--- config.mk ---
export PLATFORM = sky130hd
export DESIGN_NAME = pc_calc
export DESIGN_NICKNAME = d
export VERILOG_FILES = /design/src/rtl/controls_pkg.sv /design/src/rtl/branch_resolve.sv /design/src/rtl/pc_calc.sv
export SDC_FILE = /design/constraint.sdc
export NUM_CORES = 1
export LEC_CHECK = 0
export ABC_AREA = 1
export ABC_CLOCK_PERIOD_IN_PS = 3250
export CORE_MARGIN = 2
export CORE_UTILIZATION = 27
export DETAILED_ROUTE_END_ITERATION = 12
export PLACE_DENSITY = 0.52
export SETUP_SLACK_MARGIN = 0.2
export SLEW_MARGIN = 30
export SYNTH_ARGS = -nofsm -noshare
export SYNTH_HDL_FRONTEND = slang
export SYNTH_SLANG_ARGS = --single-unit
--- constraint.sdc ---
create_clock -name clk -period 3.25 [get_ports clk]
set_clock_uncertainty 0.2 [all_clocks]
set_input_delay 0.65 -clock clk [delete_from_list [all_inputs] [get_ports clk]]
set_output_delay 0.65 -clock clk [all_outputs]
set_load 0.1 [all_outputs]
--- src/rtl/controls_pkg.sv ---
// controls_pkg: shared jump/branch encodings and datapath width default
package controls_pkg;
    localparam int DEFAULT_XLEN = 32;
    localparam logic [2:0] JMP_NONE = 3'd0;
    localparam logic [2:0] JMP_JAL  = 3'd1;
    localparam logic [2:0] JMP_JALR = 3'd2;
    localparam logic [2:0] JMP_BEQ  = 3'd3;
    localparam logic [2:0] JMP_BNE  = 3'd4;
    localparam logic [2:0] JMP_BLT  = 3'd5;
    localparam logic [2:0] JMP_BGT  = 3'd6;
endpackage

--- src/rtl/branch_resolve.sv ---
// branch_resolve: decides whether the next PC is pc-relative, register-indirect or sequential
module branch_resolve
    import controls_pkg::*;
(
    input  logic [2:0] branch_type,
    input  logic       alu_zero,
    input  logic       alu_neg,
    output logic       take_rel,
    output logic       take_abs
);
    // unknown or reserved encodings fall through to sequential fetch
    always_comb begin
        take_rel = 1'b0;
        take_abs = 1'b0;
        case (branch_type)
            JMP_JAL:  take_rel = 1'b1;
            JMP_JALR: take_abs = 1'b1;
            JMP_BEQ:  take_rel = alu_zero;
            JMP_BNE:  take_rel = !alu_zero;
            JMP_BLT:  take_rel = alu_neg;
            JMP_BGT:  take_rel = !alu_neg;
            default:  ;
        endcase
    end
endmodule

--- src/rtl/pc_calc.sv ---
// pc_calc: program-counter register with next-PC selection and pc+4 return address
module pc_calc
    import controls_pkg::*;
#(
    parameter int              XLEN     = DEFAULT_XLEN,
    parameter logic [XLEN-1:0] RESET_PC = '0
) (
    input  logic            clk,
    input  logic            rstn,
    input  logic [2:0]      branch_type,
    input  logic [XLEN-1:0] pc_offset,
    input  logic [XLEN-1:0] target_pc,
    input  logic            alu_zero,
    input  logic            alu_neg,
    input  logic            stay,
    output logic [XLEN-1:0] pc,
    output logic [XLEN-1:0] return_pc
);
    logic            take_rel;
    logic            take_abs;
    logic [XLEN-1:0] next_pc;

    branch_resolve u_resolve (
        .branch_type(branch_type),
        .alu_zero(alu_zero),
        .alu_neg(alu_neg),
        .take_rel(take_rel),
        .take_abs(take_abs)
    );

    assign return_pc = pc + XLEN'(4);
    // JALR targets are forced to even addresses
    assign next_pc = take_abs ? {target_pc[XLEN-1:1], 1'b0} : take_rel ? pc + pc_offset : return_pc;

    // rstn is an active-high synchronous reset despite its name
    always_ff @(posedge clk) begin
        if (rstn)
            pc <= RESET_PC;
        else if (!stay)
            pc <= next_pc;
    end
endmodule

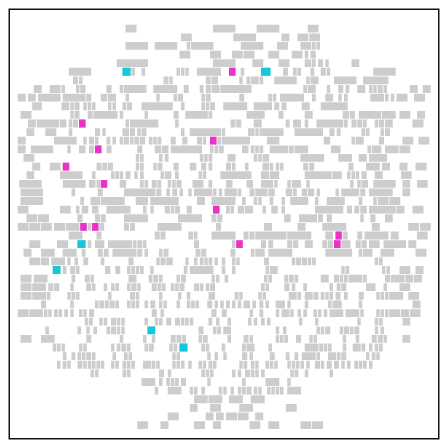
(images/gates.png)
legend:
  magenta:
    family: and/or cells
    cells: 12
  cyan:
    family: non-inverting ao/oa cells
    cells: 6
Comb area share: 0.534
most frequent logic cell in the layout: nand2_1
Final Instance Count excl. Fillers: 1220

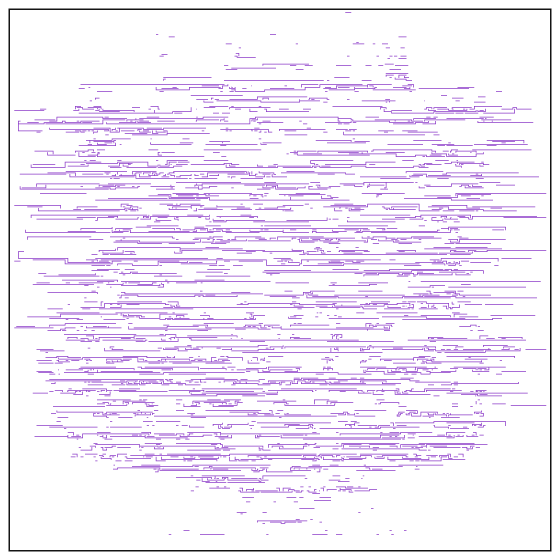
(images/m1.png)
longest straight run: 45.5 um
wire length on this layer: 9300 um
share of all routed wire: 47%
GR Layer Usage met1: 0.301
final wirelength: 19.6 mm

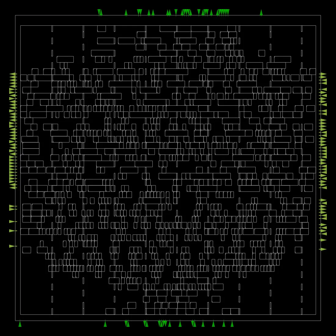
(images/placed.png)
Row Count: 47
registers: 32
Final Util: 0.411
sequential share of cell area: 0.100
Filler Cells Inserted: 1862

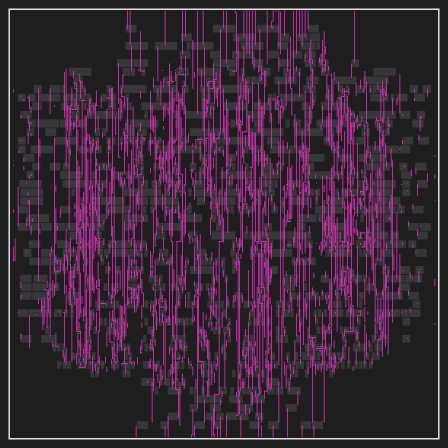
(images/m2.png)
wire length on this layer: 8630 um
longest straight run: 63.9 um
via count: 5891
grt met2 use: 0.344

[worst max-delay path, stage by stage, from the launching register on]
cell     delay (ns)
dfxtp_4        0.38
ha_1           0.17
nand2_1        0.06
inv_1          0.14
nand2_2        0.13
nor2_4         0.18
nand2_2        0.13
nor2_4         0.13
xor2_2         0.20
inv_1          0.10
buf_12         0.17
[repair_timing]
action,in CTS,in global routing
pin swaps,0,3
setup buffers,0,3
hold buffers,0,0
gates resized,3,3
endpoints found under the setup margin,1,5
[power by group]
group,internal (W),switching (W),leakage [nW]
clock,0.000283,0.000183,0.0679
combinational,0.000490,0.00108,3.03
sequential,0.000435,0.0000857,0.275
[per-stage QoR]
step | cells | power (W)
after global placement | 1209 | 0.00208
after floorplan | 857 | 0.00158
after global routing | 1220 | 0.00269
after CTS | 1217 | 0.00255
final | 1220 | 0.00255
after detailed placement | 1209 | 0.00208
[cell type report]
type | count | area [um2] | share of cell area
multi-input cells | 674 | 3660 | 0.534
repair buffers | 153 | 1600 | 0.233
flip-flops and latches | 32 | 687 | 0.100
inverters | 133 | 499 | 0.0728
well taps | 220 | 275 | 0.0401
clock buffers | 7 | 133 | 0.0193
clock inverters | 1 | 5.00 | 0.000730
[per-layer routing]
metal  vias up  global-route usage  part of all wire
li1       3015                   -                 -
met1      2655               0.301              0.47
met3        17              0.0338             0.071
met4         0              0.0388             0.015
met2       204               0.344              0.44
met5         -                   0                 0
[logic make-up (layout without fill, tap and decap cells)]
logic type               Yosys count  count (layout)  share of synthesized area
AND/OR/NAND/NOR                  482             482                      0.437
buffers and inverters            151             294                      0.125
AND-OR/OR-AND                    135             135                      0.162
adder cells (fa/ha/maj)           33              33                     0.0906
flip-flops                        32              32                      0.138
XOR/XNOR                          24              24                     0.0469
==> flow_summary.toml <==
# generated from flow reports
[timing]
finalHoldViolCount = 0
setup_slack_ns = 0.323
tns_ns = 0
whs_ns = 0.311
rsz0062_at_grt = "false"
period_used_share = 0.901
slew_headroom = 0.535

[cells_and_area]
syn_to_final_growth_pct = 47.8
final_layout_top_logic_cells = "nand2_1 (267), inv_1 (132), nor2_1 (93)"
largest-register = "pc"
diodes = 0

[floorplan]
core-area_um2 = 16700
die_h_um = 135
ios = 136
chipArea_um2 = 18300
die_w_um = 135

[placement]
port_buffers = 134
postPlaceCellArea_um2 = 6670
dp_hpwl_mm = 16.1

[synthesis]
ys_ff = 32
edf_count = 0
ys_types = 40
synth_top_cell_by_count = "nand2_1"
topCellsByArea = "nand2_1 (22%), dfxtp_1 (14%), inv_1 (11%)"
synth_area_leader_cell = "nand2_1"
synth.avg_cell_area_um2 = 5.42

[pwr]
power_density_nw_per_um2 = 372
p_leak_nw = 3.38

[hold_path]
min_path_cells = 2

[detailed_routing]
drtIter0Drc = 407
wl_per_cell_um = 16.1
drtPass1Iterations = 6
drc = 0

[job]
warnings = 28

[critical_path]
required_ns = 2.40
crit_type = "reg2out"
r2r-end = "pc[27]$_SDFFE_PP0N_"
crit_path_end = "return_pc[18]"

[clock_network]
numCtsBuffers = 5

[global_routing]
grt_use_total = 0.213

[status]
run_status = "finished, final reports clean"
Power is estimated from default activity; no workload was simulated.
